Fig. 1: clock network drawn from the DEF
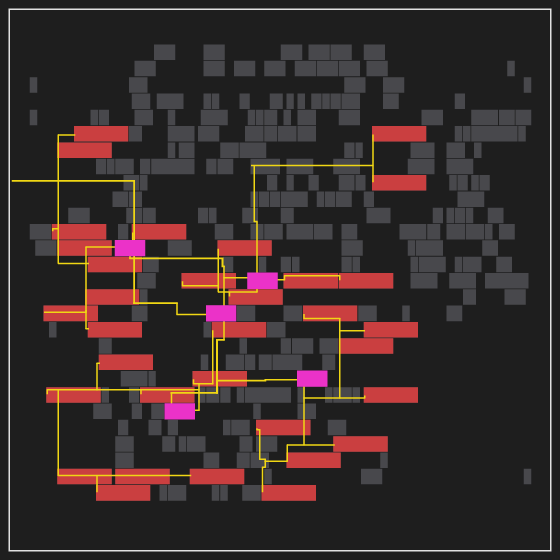
Fig. 2: congestion heat map
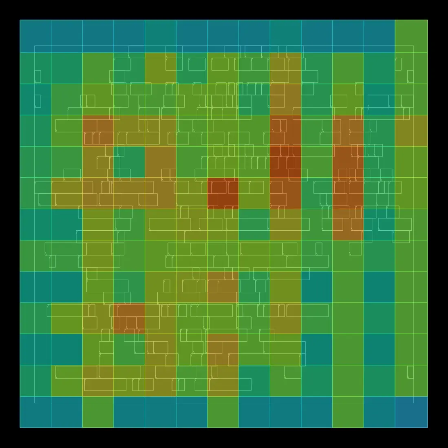
Fig. 3: placed cells, one colour a class
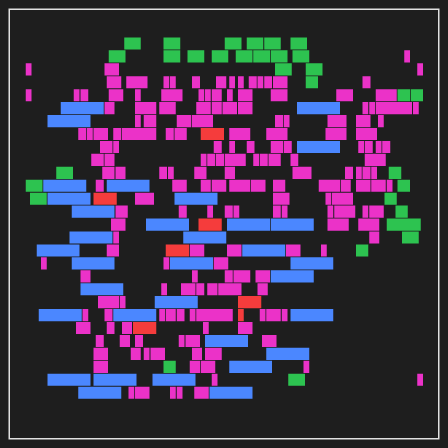
`src/rtl/accum_adder_display.sv`:
```
// Accumulating adder/subtractor with sticky overflow flag and a multiplexed
// hex display of the accumulator.
//
// Parameters:
//   WIDTH       - accumulator/operand width, multiple of 4, 4..32
//   SIGNED      - 1: two's-complement overflow, 0: unsigned carry/borrow
//   REFRESH_DIV - clock cycles each display digit stays active (>= 1)
// Ports:
//   CLK100MHZ - clock, all state rising-edge triggered
//   RST       - asynchronous active-high reset
//   DIN       - operand, sampled on the operation cycle
//   STEP      - asynchronous operation request, one operation per rising edge
//   SUB       - 0 = add, 1 = subtract, sampled on the operation cycle
//   SUM       - accumulator register
//   LEDR      - sticky overflow flag
//   HEX0      - active-low segments, index 0 = a ... index 6 = g
//   AN        - active-low digit anodes
module accum_adder_display #(
  parameter int unsigned WIDTH       = 8,
  parameter bit          SIGNED      = 1'b1,
  parameter int unsigned REFRESH_DIV = 100000
) (
  input  logic             CLK100MHZ,
  input  logic             RST,
  input  logic [WIDTH-1:0] DIN,
  input  logic             STEP,
  input  logic             SUB,
  output logic [WIDTH-1:0] SUM,
  output logic             LEDR,
  output logic [0:6]       HEX0,
  output logic [7:0]       AN
);

  localparam int unsigned NDIG = WIDTH / 4;
  localparam int unsigned CW   = (REFRESH_DIV > 1) ? $clog2(REFRESH_DIV) : 1;
  localparam int unsigned DW   = (NDIG > 1) ? $clog2(NDIG) : 1;
  localparam logic [CW-1:0] CntMax = CW'(REFRESH_DIV - 1);
  localparam logic [DW-1:0] DigMax = DW'(NDIG - 1);

  // STEP synchroniser and edge detector
  logic s1_q, s2_q, s3_q;
  // v1/v2 mark that s1/s2 hold genuine post-reset samples of STEP
  logic v1_q, v2_q;
  // Armed once a genuine low STEP has been seen since reset, so a STEP that
  // is already high when reset releases cannot trigger an operation.
  logic armed_q, armed_d;
  logic pulse;

  logic [WIDTH-1:0] sum_q, sum_d;
  logic             ovf_q, ovf_d;
  logic [WIDTH:0]   add_full, sub_full;
  logic [WIDTH-1:0] result;
  logic             ovf_now;

  logic [CW-1:0] cnt_q, cnt_d;
  logic [DW-1:0] digit_q, digit_d;
  logic [3:0]    nibble;

  assign pulse   = s2_q & ~s3_q & armed_q;
  assign armed_d = armed_q | (v2_q & ~s2_q);

  always_ff @(posedge CLK100MHZ or posedge RST) begin
    if (RST) begin
      s1_q    <= 1'b0;
      s2_q    <= 1'b0;
      s3_q    <= 1'b0;
      v1_q    <= 1'b0;
      v2_q    <= 1'b0;
      armed_q <= 1'b0;
    end else begin
      s1_q    <= STEP;
      s2_q    <= s1_q;
      s3_q    <= s2_q;
      v1_q    <= 1'b1;
      v2_q    <= v1_q;
      armed_q <= armed_d;
    end
  end

  // Arithmetic and overflow detection
  always_comb begin
    add_full = {1'b0, sum_q} + {1'b0, DIN};
    sub_full = {1'b0, sum_q} - {1'b0, DIN};
    result   = SUB ? sub_full[WIDTH-1:0] : add_full[WIDTH-1:0];
    ovf_now  = 1'b0;
    if (SIGNED) begin
      if (SUB) begin
        ovf_now = (sum_q[WIDTH-1] ^ DIN[WIDTH-1]) & (result[WIDTH-1] ^ sum_q[WIDTH-1]);
      end else begin
        ovf_now = ~(sum_q[WIDTH-1] ^ DIN[WIDTH-1]) & (result[WIDTH-1] ^ sum_q[WIDTH-1]);
      end
    end else begin
      // Borrow out of the extended subtraction is exactly DIN > SUM
      ovf_now = SUB ? sub_full[WIDTH] : add_full[WIDTH];
    end
  end

  always_comb begin
    sum_d = sum_q;
    ovf_d = ovf_q;
    if (pulse) begin
      sum_d = result;
      ovf_d = ovf_q | ovf_now;
    end
  end

  always_ff @(posedge CLK100MHZ or posedge RST) begin
    if (RST) begin
      sum_q <= '0;
      ovf_q <= 1'b0;
    end else begin
      sum_q <= sum_d;
      ovf_q <= ovf_d;
    end
  end

  assign SUM  = sum_q;
  assign LEDR = ovf_q;

  // Display scan
  always_comb begin
    cnt_d   = cnt_q + 1'b1;
    digit_d = digit_q;
    if (cnt_q == CntMax) begin
      cnt_d   = '0;
      digit_d = (digit_q == DigMax) ? '0 : digit_q + 1'b1;
    end
  end

  always_ff @(posedge CLK100MHZ or posedge RST) begin
    if (RST) begin
      cnt_q   <= '0;
      digit_q <= '0;
    end else begin
      cnt_q   <= cnt_d;
      digit_q <= digit_d;
    end
  end

  always_comb begin
    nibble = 4'(sum_q >> {digit_q, 2'b00});
    AN     = ~(8'b1 << digit_q);
  end

  // Segment literals are written a..g left to right
  always_comb begin
    HEX0 = 7'b1111111;
    unique case (nibble)
      4'h0: HEX0 = 7'b0000001;
      4'h1: HEX0 = 7'b1001111;
      4'h2: HEX0 = 7'b0010010;
      4'h3: HEX0 = 7'b0000110;
      4'h4: HEX0 = 7'b1001100;
      4'h5: HEX0 = 7'b0100100;
      4'h6: HEX0 = 7'b0100000;
      4'h7: HEX0 = 7'b0001111;
      4'h8: HEX0 = 7'b0000000;
      4'h9: HEX0 = 7'b0000100;
      4'hA: HEX0 = 7'b0001000;
      4'hB: HEX0 = 7'b1100000;
      4'hC: HEX0 = 7'b0110001;
      4'hD: HEX0 = 7'b1000010;
      4'hE: HEX0 = 7'b0110000;
      4'hF: HEX0 = 7'b0111000;
      default: HEX0 = 7'b1111111;
    endcase
  end

endmodule

```
`config.mk`:
```
export PLATFORM = sky130hd
export DESIGN_NAME = accum_adder_display
export DESIGN_NICKNAME = d
export VERILOG_FILES = /design/src/rtl/accum_adder_display.sv
export SDC_FILE = /design/constraint.sdc
export NUM_CORES = 1
export LEC_CHECK = 0
export ABC_CLOCK_PERIOD_IN_PS = 3900
export CAP_MARGIN = 20
export CELL_PAD_IN_SITES_DETAIL_PLACEMENT = 0
export CELL_PAD_IN_SITES_GLOBAL_PLACEMENT = 1
export CORE_MARGIN = 3
export CORE_UTILIZATION = 30
export DETAILED_ROUTE_END_ITERATION = 8
export HOLD_SLACK_MARGIN = 0.15
export PLACE_DENSITY = 0.65
export SETUP_SLACK_MARGIN = 0.2
export SLEW_MARGIN = 20
export SYNTH_ARGS = -nofsm -noshare
export SYNTH_HDL_FRONTEND = slang
export SYNTH_SLANG_ARGS = --single-unit
```
`constraint.sdc`:
```
create_clock -name CLK100MHZ -period 3.9 [get_ports CLK100MHZ]
set_clock_uncertainty 0.15 [all_clocks]
set_input_delay 0.78 -clock CLK100MHZ [delete_from_list [all_inputs] [get_ports CLK100MHZ]]
set_output_delay 0.78 -clock CLK100MHZ [all_outputs]
set_load 0.1 [all_outputs]
```
==> flow_summary.toml <==
# synthesis and place-and-route metrics
[outcome]
status = "finished, final reports clean"

[hold_path]
holdCritPathClass = "register to register"

[layout]
fin_area_um2 = 2610
lay_top_count = "dfrtp_1"
area_growth_pct = 23.2
logic_area_um2 = 1220

[worst_setup_path]
cp_slowest_cell = "clkdlybuf4s50_1"
cp_common_cell = "ha_1"
crit_chain = "clkdlybuf4s50_1 > inv_1 > ha_1 > a31oi_1 > xnor2_1 > ha_1 > a21oi_1 > o21ai_0 > nor2_1 > nor3_1 > or4_1"
rr_endpoint = "LEDR$_DFFE_PP0P_"
cp.required_ns = 3.89
cp-start-kind = "input port"
rr_startpoint = "SUM[4]$_DFFE_PP0P_"

[floorplan]
fp_util = 0.321
num_rows = 29
coreArea_um2 = 6600
fp.dieW_um = 90.0
die_area_um2 = 8100

[job]
tool_warnings = 32

[final_timing]
hold_slack_ns = 0.195
worst_slack_ns = 0.499
final_hold_viol_count = 0
period_used_share = 0.872
setup_tns_ns = 0
grt_setup_unrepaired = "no"

[synthesis]
ys_sh_simple = 0.196
synthAoiAreaFrac = 0.0981
ys_seq_share = 0.390
syn_area_per_cell_um2 = 9.45
async_flop_share = 1.00
postSynthCellCount = 224
synth.mux.area_fraction = 0.0349
yosys_cells = 224
synthXorXnorAreaFrac = 0.120

[grt]
track_usage = 0.110

[placement]
io_buffers = 29
dp.cells = 343

[cts]
cts_setup_buffers = 0
clock_latency_ns = 0.28
cts.sinks = 33

[route]
met2RoutedLength_um = 1920
wl_met1_um = 2250
dr.pass1.iters = 4
About Fig. 1:
legend:
  red:
    item: flip-flops
    count: 33
  magenta:
    item: clock-net drivers
    count: 5
  yellow:
    item: clock wires
    length: 441 µm
routed clock nets: 6

About Fig. 2:
final core occ: 0.395
met2 usage: 0.169

About Fig. 3:
legend:
  blue:
    class: registers
    cells: 33
    share_of_their_area: 33%
  green:
    class: remaining buffers and delay cells
    cells: 31
    share_of_their_area: 12%
  magenta:
    class: remaining logic cells
    cells: 186
    share_of_their_area: 51%
  red:
    class: clock drivers and dummy loads
    cells: 7
    share_of_their_area: 3.5%

[registers in the layout, summed over array words and instances (netlist names)]
| signal | count |
|---|---|
| SUM | 8 |
| v1_q | 1 |
| s1_q | 1 |
| cnt_q | 17 |
| digit_q | 1 |
| s2_q | 1 |
| LEDR | 1 |
| armed_q | 1 |
| v2_q | 1 |
| s3_q | 1 |
[cell type report]
class | count | area share
clock buffer | 7 | 0.0331
inverter | 16 | 0.0230
multi-input combinational | 170 | 0.468
sequential | 33 | 0.317
tap | 93 | 0.0446
timing repair buffer | 31 | 0.114
[critical path, delay by kind of cell]
family / cells / cell delay (ns)
simple gates: 3 / 0.79
compound gates: 3 / 0.58
buf+inv: 2 / 0.56
fa+ha+maj: 2 / 0.53
xor+xnor: 1 / 0.15
